==> src/rtl/lsu_bus_bridge.sv <==
// Load/store unit to bus bridge.
// Converts one memory-stage access into a single bus transfer: lane steering,
// alignment check, grant/response handshake, timeout abort and pipeline stall.
module lsu_bus_bridge #(
  parameter int unsigned TIMEOUT = 255
) (
  input  logic        clk_i,
  input  logic        reset_i,
  input  logic        valid_m_i,
  input  logic        mem_write_m_i,
  input  logic        mem_read_m_i,
  input  logic [31:0] alu_result_m_i,
  input  logic [31:0] write_data_m_i,
  input  logic [2:0]  width_src_m_i,
  output logic        bus_req_o,
  output logic        bus_we_o,
  output logic [31:0] bus_addr_o,
  output logic [31:0] bus_wdata_o,
  output logic [3:0]  bus_be_o,
  input  logic        bus_gnt_i,
  input  logic        bus_rvalid_i,
  input  logic [31:0] bus_rdata_i,
  output logic [31:0] read_data_m_o,
  output logic        stall_m_o,
  output logic        misalign_o,
  output logic        bus_err_o
);

  typedef enum logic [1:0] {IDLE, REQ, WAIT, DONE} state_t;

  localparam logic [7:0] TIMEOUT_LAST = 8'(TIMEOUT - 1);

  state_t      state;
  state_t      state_next;
  logic [7:0]  count;
  logic        access;
  logic        is_half;
  logic        is_word;
  logic        misaligned;
  logic        timeout_hit;
  logic        start;
  logic        capture;
  logic        abort;
  logic [3:0]  be_next;
  logic [31:0] wdata_next;
  logic        unused_width_bit;

  // Width bit 2 (load sign handling) belongs to the writeback stage, not here.
  assign unused_width_bit = width_src_m_i[2];

  assign access      = valid_m_i & (mem_write_m_i | mem_read_m_i);
  assign is_half     = (width_src_m_i[1:0] == 2'b01);
  assign is_word     = width_src_m_i[1];
  assign misaligned  = (is_half & alu_result_m_i[0]) |
                       (is_word & (alu_result_m_i[1:0] != 2'b00));
  assign timeout_hit = (count == TIMEOUT_LAST);
  assign bus_req_o   = (state == REQ);

  // Steer the store data onto every lane and select the byte enables for the access width.
  always_comb begin
    be_next    = 4'b1111;
    wdata_next = write_data_m_i;
    case (width_src_m_i[1:0])
      2'b00: begin
        be_next    = 4'b0001 << alu_result_m_i[1:0];
        wdata_next = {4{write_data_m_i[7:0]}};
      end
      2'b01: begin
        be_next    = 4'b0011 << {alu_result_m_i[1], 1'b0};
        wdata_next = {2{write_data_m_i[15:0]}};
      end
      default: ;
    endcase
  end

  // Next-state and handshake decode; a success event always wins over the timeout.
  always_comb begin
    state_next = state;
    stall_m_o  = 1'b0;
    misalign_o = 1'b0;
    bus_err_o  = 1'b0;
    start      = 1'b0;
    capture    = 1'b0;
    abort      = 1'b0;
    case (state)
      IDLE: begin
        if (access) begin
          if (misaligned) begin
            misalign_o = 1'b1;
          end else begin
            stall_m_o  = 1'b1;
            start      = 1'b1;
            state_next = REQ;
          end
        end
      end
      REQ: begin
        stall_m_o = 1'b1;
        if (bus_gnt_i) begin
          state_next = bus_we_o ? DONE : WAIT;
        end else if (timeout_hit) begin
          bus_err_o  = 1'b1;
          abort      = 1'b1;
          state_next = DONE;
        end
      end
      WAIT: begin
        stall_m_o = 1'b1;
        if (bus_rvalid_i) begin
          capture    = 1'b1;
          state_next = DONE;
        end else if (timeout_hit) begin
          bus_err_o  = 1'b1;
          abort      = 1'b1;
          state_next = DONE;
        end
      end
      DONE: begin
        state_next = IDLE;
      end
      default: state_next = IDLE;
    endcase
  end

  // State, latched access, timeout counter and load data registers.
  always_ff @(posedge clk_i) begin
    if (!reset_i) begin
      state         <= IDLE;
      count         <= 8'd0;
      bus_we_o      <= 1'b0;
      bus_addr_o    <= 32'd0;
      bus_wdata_o   <= 32'd0;
      bus_be_o      <= 4'd0;
      read_data_m_o <= 32'd0;
    end else begin
      state <= state_next;
      if (start) begin
        count       <= 8'd0;
        bus_we_o    <= mem_write_m_i;
        bus_addr_o  <= {alu_result_m_i[31:2], 2'b00};
        bus_wdata_o <= wdata_next;
        bus_be_o    <= be_next;
      end else if (((state == REQ) || (state == WAIT)) && (count != 8'hFF)) begin
        count <= count + 8'd1;
      end
      if (capture) begin
        read_data_m_o <= bus_rdata_i;
      end else if (abort) begin
        read_data_m_o <= 32'd0;
      end
    end
  end

endmodule

==> config.mk <==
export PLATFORM = sky130hd
export DESIGN_NAME = lsu_bus_bridge
export DESIGN_NICKNAME = d
export VERILOG_FILES = /design/src/rtl/lsu_bus_bridge.sv
export SDC_FILE = /design/constraint.sdc
export NUM_CORES = 1
export LEC_CHECK = 0
export ABC_AREA = 1
export CAP_MARGIN = 40
export CELL_PAD_IN_SITES_DETAIL_PLACEMENT = 1
export CELL_PAD_IN_SITES_GLOBAL_PLACEMENT = 1
export CORE_ASPECT_RATIO = 0.75
export CORE_UTILIZATION = 30
export DETAILED_ROUTE_END_ITERATION = 16
export PLACE_DENSITY = 0.88
export SETUP_SLACK_MARGIN = 0.02
export SLEW_MARGIN = 20
export SYNTH_ARGS = -nofsm -noshare
export SYNTH_HDL_FRONTEND = slang
export SYNTH_SLANG_ARGS = --single-unit
==> constraint.sdc <==
create_clock -name clk_i -period 2.2 [get_ports clk_i]
set_input_delay 0.66 -clock clk_i [delete_from_list [all_inputs] [get_ports clk_i]]
set_output_delay 0.66 -clock clk_i [all_outputs]
set_load 0.05 [all_outputs]
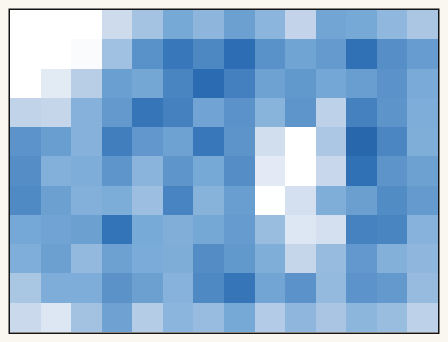
*Cell density map, run 1*
The die is cut into 14 by 11 equal tiles; white is low, dark blue is high, 0 to 100% covered.
fullest tile: 78%
densest ninth of the die: north
tiles over 75% full: 1.9%
nearly empty tiles: 5.8%
mean over tiles: 47%

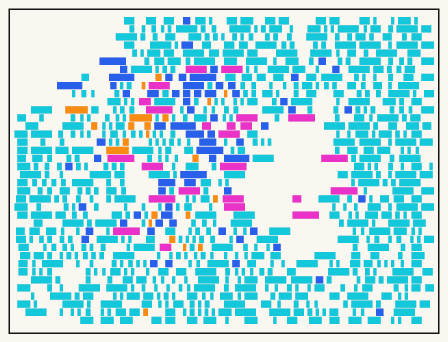
*Cells by drive strength, run 1*
[cyan] drive 1 or less | cells: 727 | share: 86%
[orange] drive 2 | cells: 22 | share: 2.6%
[magenta] drive 6 and up | cells: 24 | share: 2.9%
[blue] drive 3 to 4 | cells: 68 | share: 8.1%

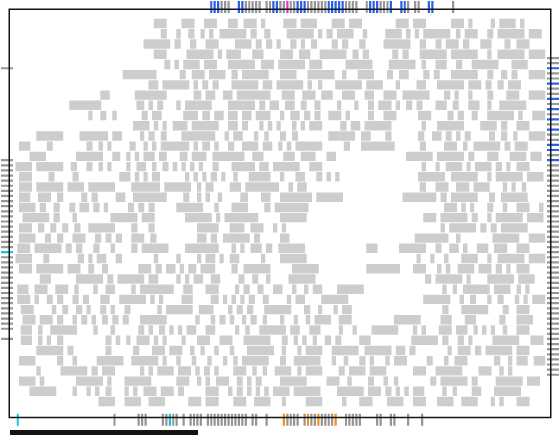
*I/O pins on the die edge, run 1*
The bar under the picture is 50 um long. Pins as bars across the die edge, other pins in grey.
[blue] bus_rdata_i | pins: 32 | direction: input | edge: 23 north, 9 east
[cyan] width_src_m_i | pins: 3 | direction: input | edge: 2 south, 1 west
[magenta] stall_m_o | pins: 1 | direction: output | edge: north
[orange] bus_be_o | pins: 4 | direction: output | edge: south
all pins by edge: 63 east, 56 south, 56 north, 36 west

==> notes.md, run 1 <==
Observations from the implementation run.

Setup path:
- The run puts the path length in cells of the critical path at 7.
- The startpoint identified for the worst register-to-register timing path is state[0].
- In this run the register-to-register setup slack is 0.57 ns.
- The run puts the data arrival time of the critical path at 1.54 ns.
- The run gives the worst setup path category as reg -> out.
- The run gives the category of the worst setup path capture point as an output port.
- The run gives the capturing point of the worst reg2reg path as bus_addr_o[9].
- STA puts the critical path data required time at 1.54 ns.
- The slowest stage of the critical path is the dfxtp_4 cell.
- The run puts the worst path buffer plus inverter count at 3.
- The longest incremental delay of any stage on the critical path is reported as 0.38 ns.
- Among cell families on the critical path, the largest total delay comes from flip-flops.

Min path:
- The run gives the beginning of the worst hold path as bus_wdata_o[7].
- Looking at the hold checks, the worst path lands on bus_wdata_o[7].
- The run gives the number of stages on the worst hold path as 2.

Run status:
- The flow ran to the end, and the final reports show no timing, DRC or antenna violations.

Layout:
- The run puts the area taken by flip-flops and latches at 2201 sq um.
- The run gives the number of logic inverters in the finished layout as 30.
- The run puts the final-layout clock-cell area share at 3.781%.
- The library cells used most frequently in the layout, excluding fill and tap cells, are nor2_1 (115), nand2_1 (102), dfxtp_1 (102), clkdlybuf4s50_1 (99), a21oi_1 (67).
- Per the layout report, the design carries 10 clock buffers.
- In the final design, more cell area goes to buffers than to any other class.
- 2 antenna diodes ended up in the layout.
- The run puts the number of sequential cells at 109.
- Counting only logic cells after layout, the most numerous master is nor2_1.
- The run puts the multi-input combinational cell count at 444.
- The run puts the number of ordinary and repair buffers in the finished layout at 242.
- The run gives the post-route cell area as 7511 sq um.
- Leaving out filler cells and counting taps, the final layout contains 1043.
- Across the whole layout, multi-input logic makes up 28.87% of the cell area.
- The run gives the fraction of cell area in non-clock buffers as 32.98%.
- At the end of the flow, the number of nets in the layout was 949.

GRT:
- On met1, the global router reports a usage of 23.69%.
- Entering global routing, the biggest net connects 69 pins.
- Across every metal layer, demand over resource in global routing totals 20.91%.
- The run gives the final global-route overflow total as 0.
- The run gives the fraction of met3 tracks used by global routing as 6.023%.
- In the global route stage, met2 resource usage came out at 37.52%.
- The run gives the initial antenna violation count as 2.
- The run gives the peak-usage layer in the global routing report as met2.
- The run gives the via count of the first global-routing pass as 5089.
- The first global-routing pass estimated 25410 um of wire.

Clock network:
- The run puts the later-pin clock latency in the skew report at 0.34 ns.
- The H-tree was split into 3 levels.
- The run gives the CTS tree as yes.
- In this run the deepest clock path goes through 2 buffers.
- The run gives the cell resize tally after clock tree synthesis as 72.
- The root buffer cell chosen for the clock tree is clkbuf_16.
- Buffers added to address setup during post-CTS repair amount to 6.

Floorplanning:
- The run puts the number of ports placed on the die boundary at 211.
- The run puts the chip area at 15580 sq um.
- The run puts the core utilization before placement at 30.99%.
- The run puts the height of the chip at 108.3 um.
- The run puts the number of well taps at 200.
- The run gives the die width as 143.8 um.
- The initialized floorplan defines 38 standard-cell rows.
- The core region is 14600 sq um.

Placement:
- The run puts the number of cells in the design after placement at 1014.
- Port buffering added 207 buffers.
- The run puts the instance area at placement at 6912 sq um.

Power:
- The run gives the total power per unit cell area as 688.4 nW/um^2.
- Per report_power, the sequential group accounts for 41.9% of the total.
- The run gives the internal power contribution as 3.436 mW.
- Summed over all nets, the switching power comes to 1.735 mW.
- The run puts the overall power after layout at 5.170 mW.
- The run puts the power share of the clock group at 30.5%.
- The run gives the leakage power as 3.862 nW.
- The run puts the switching part of the total at 33.55%.
- The run puts the maximum resistive drop on vdd at 0.3421 mV.

STA:
- The run gives the maximum frequency from static timing analysis as 455.2 MHz.
- The run gives the total of endpoints with negative setup slack in the final report as 0.
- Per the slew report, the remaining headroom to the max-slew limit stands at 63.89%.
- The run puts the clock skew at 0.004524 ns.
- Setup repair after global routing could not meet its margin everywhere.
- The run puts the slew at the pin closest to its max-slew limit at 0.5407 ns.
- The run gives the hold violation total from the final report as 0.
- The worst path in the final design needs a cycle of 2.197 ns, including I/O delays and setup.

Synth:
- In the post-synthesis netlist, the biggest area contributors are dfxtp_1 (48%), nor2_1 (9.6%), nand2_1 (9.0%).
- In this run, synthesis inferred 0 flip-flops with an integrated enable.
- The run puts the fraction of the mapped netlist area in simple logic gates at 25.23%.
- The run puts the synthesized-area fraction occupied by adder cells at 1.936%.
- The synthesized design devotes to its leading area cell type 48.24% of total area.
- The run puts the count of unique library cells instantiated by Yosys at 28.
- Post-synth the commonest register cell is dfxtp_1.
- Grouping non-sequential cells by family puts the most area in simple AND/OR/NAND/NOR gates.
- The run puts the fraction of registers with async set or reset after synthesis at 0%.
- The area recorded from the Yosys report for this design is 4523 sq um.
- The run puts the share of cell area taken by muxes after synthesis at 0%.
- The run gives the post-synthesis share of cell area spent on and-or and or-and gates as 17.37%.
- The synthesis stats list as the most numerous cell nor2_1.
- The mapped netlist covers 4523 sq um.

Routing:
- Per the detail_route report, DRC violations left total 0.
- The run gives the wire length on met1 as 7146 um.
- The routed design shows a wire length per standard cell of 16.02 um.
- The run puts the antenna violation net count after detailed routing at 0.
- The detailed router reports a met3 wire length of 1012 um.
- The run puts the total wire length after detailed routing at 16710 um.
- The run gives the met2 layer wire length in the routed design as 8181 um.
- The run gives the detailed-route vias per instance as 4.738.
- The run puts the number of optimization iterations in the first detailed-route pass at 4.

Run:
- The run gives the max-capacitance violation count as 0.
run 1: power by group through the flow:
stage	logic [mW]	clock network [mW]	registers (mW)
after floorplan	0.419	0	2.58
after global placement	1.36	0	2.20
after detailed placement	1.39	0	2.21
after CTS	1.41	1.63	2.17
after global routing	1.53	1.71	2.18
final	1.43	1.58	2.17
run 1: per-stage QoR:
step                      setup TNS [ns]  setup slack, ns  util (%)  hold slack (ns)
final                                  0         0.003393     51.46           0.4801
after CTS                       -0.02152         -0.02152     49.94           0.4796
after floorplan                  -0.2573          -0.2573         -           0.4468
after global placement            -11.19          -0.3206     47.35           0.4591
after global routing            -0.06756         -0.05251     51.46           0.5032
after detailed placement          -12.90          -0.3455     47.35           0.4676
==> run 1 -> run 2 <==
PLACE_DENSITY = unset   (was 0.88)
PLACE_DENSITY_LB_ADDON = 0.1   (was unset)
SETUP_SLACK_MARGIN = unset   (was 0.02)
==> run 2 against run 1 <==
The flow now finishes with violations (setup timing). Utilization fell by 0.10 points. Combinational power about the same. Sequential power about the same. Design area is 0.20% lower. Sequential share of layout area barely moved. Critical endpoint unchanged. Final cell count about the same. Power is 0.52% higher. Global-route usage is 0.39 points higher. First-iteration DRC count shrank 25%. Area after synthesis unchanged. Worst hold slack lost 0.0027 ns. Critical path type is now in -> out.
==> notes.md, run 2 <==
Observations from the implementation run.

Run:
- The run puts the max-capacitance violation count at 0.

Synth:
- nor2_1 is the most common cell in the netlist.
- For reference, compound AND-OR and OR-AND cells occupy 17.37% of the area reported after synthesis.
- After synthesis, the largest family of logic cells by area is simple AND/OR/NAND/NOR gates.
- The run puts the share of cell area taken by muxes after synthesis at 0%.
- The run gives the synthesis warning total as 0.
- Counting flops with an async set or reset pin after synthesis yields a share of 0%.
- Among all flip-flop cells after synthesis, the most frequent one is dfxtp_1.
- Synthesis instantiated 28 different standard cells from the library.
- For reference, full adder, half adder and majority cells occupy 1.936% of the area reported after synthesis.
- The run puts the count of flip-flops with a built-in enable after synthesis at 0.
- The run puts the area reported by Yosys stat at 4523 sq um.
- After synthesis, the cell types taking the most area are dfxtp_1 (48%), nor2_1 (9.6%), nand2_1 (9.0%).
- The run gives the area fraction in xor and xnor cells as 0.1936%.
- The run puts the post-synthesis instance area at 4523 sq um.
- Per the synthesis report, the simple-gate share of the synthesized area is 25.23%.
- The run gives the top cell type's share of synthesized area as 48.24%.

Floorplanning:
- The share of the core area taken by cells at floorplan is 30.99%.
- The run gives the chip area as 15580 sq um.
- The run puts the height of the chip at 108.3 um.
- The run gives the die width as 143.8 um.
- In this run the core area contains 38 standard-cell rows.
- The run gives the number of ports placed on the die boundary as 211.

Power:
- The flow reports power dissipated in the clock network as 1.59 mW.
- The run gives the internal power contribution as 3.453 mW.
- The run puts the combinational power at 1.44 mW.
- The run puts the power share of the clock group at 30.7%.
- The run gives the sequential power as 2.17 mW.
- The run gives the sequential share of power as 41.7%.
- The run gives the overall power after layout as 5.197 mW.
- The run gives the maximum resistive drop on vdd as 0.3265 mV.
- The group that draws the most power in this run is sequential cells.
- The leakage power in the latest report is 3.632 nW.
- The run gives the switching part of the total as 33.56%.
- The report lists the power per cell area as 693.4 nW/um^2.
- The run puts the net load switching power at 1.744 mW.

STA:
- Across the routed clock network, the largest skew measured is 0.007263 ns.
- The run gives the hold violation total from the final report as 0.
- The run gives the maximum frequency from static timing analysis as 446.2 MHz.
- The run puts the setup slack after layout at -0.04091 ns.
- The run puts the normalized max-slew margin at 62.62%.
- The run puts the post-route minimum period at 2.241 ns.
- In the final timing run, aggregate negative setup slack is -0.04091 ns.
- The run gives the slew at the pin closest to its max-slew limit as 0.5597 ns.
- The run gives the final clock period utilization by the worst path as 101.9%.
- Setup repair after global routing could not meet its margin everywhere.
- The run gives the total of endpoints with negative setup slack in the final report as 1.
- The tightest hold path in the finished design has a slack of 0.4774 ns.

Layout:
- The run puts the filler-free cell count of the finished design at 1042.
- The run puts the area taken by flip-flops and latches at 2196 sq um.
- The library cell used most frequently in the layout, excluding fill and tap cells, is clkdlybuf4s50_1.
- The run puts the post-route cell area at 7496 sq um.
- At the end of the flow, the number of nets in the layout was 949.
- The registers reported with the highest flop counts are bus_wdata_o x32, read_data_m_o x32, bus_addr_o x30.
- In the layout the commonest cells are clkdlybuf4s50_1 (122), nor2_1 (115), nand2_1 (103), dfxtp_1 (102), a21oi_1 (67).

Placement:
- The run puts the worst slack after detailed placement at -0.3111 ns.
- The count of buffers added on input and output ports is 207.
- Per the detailed placement report, the placed cell area equals 6909 sq um.
- The run puts the number of cells in the design after placement at 1014.

Clock network:
- The run puts the later-pin clock latency in the skew report at 0.36 ns.
- The tree is rooted in a clkbuf_16.
- The run puts the largest buffer count on any clock path at 2.
- The run puts the post-CTS setup buffer count at 8.
- The run puts the cell resize tally after clock tree synthesis at 57.
- The run gives the CTS buffer count as 9.
- The run puts the total number of H-tree levels at 3.
- The run puts the clock slew seen by the registers of the worst setup and hold paths at 0.08 ns.
- TritonCTS built the clock tree.

GRT:
- Global routing used 6.510% of the available met3 tracks.
- The first global-routing pass estimated 25470 um of wire.
- The run puts the pin count of the biggest net entering global routing at 39.
- The run gives the peak-usage layer in the global routing report as met2.
- The run puts the total global routing track utilization at 21.30%.
- The initial antenna violation count came to 1.
- The global routing report lists met1 layer usage as 24.62%.
- The run puts the via count of the first global-routing pass at 4967.
- The global routing report lists met2 layer usage as 37.62%.
- The run puts the final global-route overflow total at 0.

Routing:
- The run puts the detailed-route vias per instance at 4.718.
- The routed layout reports a DRC error count of 0.
- The run puts the detailed route wirelength on metal3 at 1060 um.
- The run gives the met2 layer wire length in the routed design as 8117 um.
- For this run, the detailed router's first-pass iteration total came to 5.
- The run gives the average wire per cell in the routed design as 15.87 um.
- Once detail routing completed, the nets flagged for antenna violations numbered 0.
- The run gives the wire length on met1 as 7106 um.
- The run gives the total wire length after detailed routing as 16540 um.

Setup path:
- The timing report notes that buffer and inverter cells on the critical path total 2.
- The run puts the stage delay of the slowest cell on the critical path at 0.47 ns.
- The critical path is of the in -> out type.
- The run gives the category of the worst setup path capture point as an output port.
- The run gives the data arrival time of the critical path as 1.58 ns.
- Broken down by cell family, the worst path's largest delay share belongs to buffers and inverters.
- Looking at the critical path, the single cell with the biggest stage delay is clkdlybuf4s50_1.
- The run gives the critical path data required time as 1.54 ns.
- In this run the critical path is formed by clkdlybuf4s50_1 > a211oi_4 > buf_12.
- The run puts the critical-path maximum fanout at 2.

Run status:
- The flow ran to the end, but the final reports show violations.
- The checks that failed: setup timing.
run 2: cell counts after synthesis:
Identical to the previous run, type by type.
run 2: area by class of cell:
| type | count | share of cell area [%] |
|---|---|---|
| timing repair buffer | 242 | 33.07 |
| clock inverter | 6 | 0.7845 |
| tap | 200 | 3.338 |
| inverter | 30 | 1.602 |
| antenna | 1 | 0.03338 |
| sequential | 109 | 29.29 |
| multi-input combinational | 444 | 28.83 |
| clock buffer | 10 | 3.055 |
run 2: final timing paths:
kind / startpoint / endpoint / slack, ns / cells after the start
worst max-delay path: bus_rvalid_i / bus_err_o / -0.04 / 3
worst min-delay path: read_data_m_o[23] / read_data_m_o[23] / 0.48 / 2
worst max register to register: state[0] / read_data_m_o[6] / 0.64 / 8
worst min register to register: read_data_m_o[23] / read_data_m_o[23] / 0.48 / 2
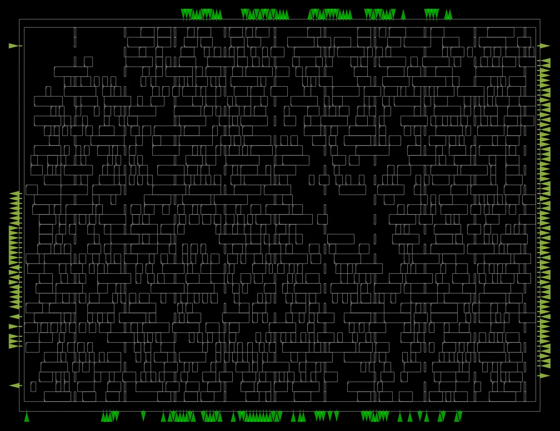
*Cell outlines without signal wires, run 2*
core utilization of the finished layout: 51.35%
placeable core region: 14600 sq um
count of filler cells inserted in the layout: 1767

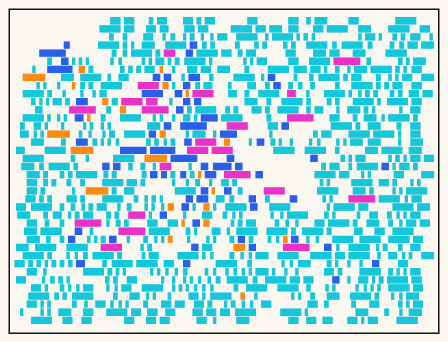
*Cells by drive strength, run 2*
[blue] drive 3 to 4 | cells: 66 | share: 7.8%
[cyan] drive 1 or less | cells: 727 | share: 86%
[magenta] drive 6 and up | cells: 23 | share: 2.7%
[orange] drive 2 | cells: 25 | share: 3.0%

No activity file was given, so power comes from the tool's default toggle rates.
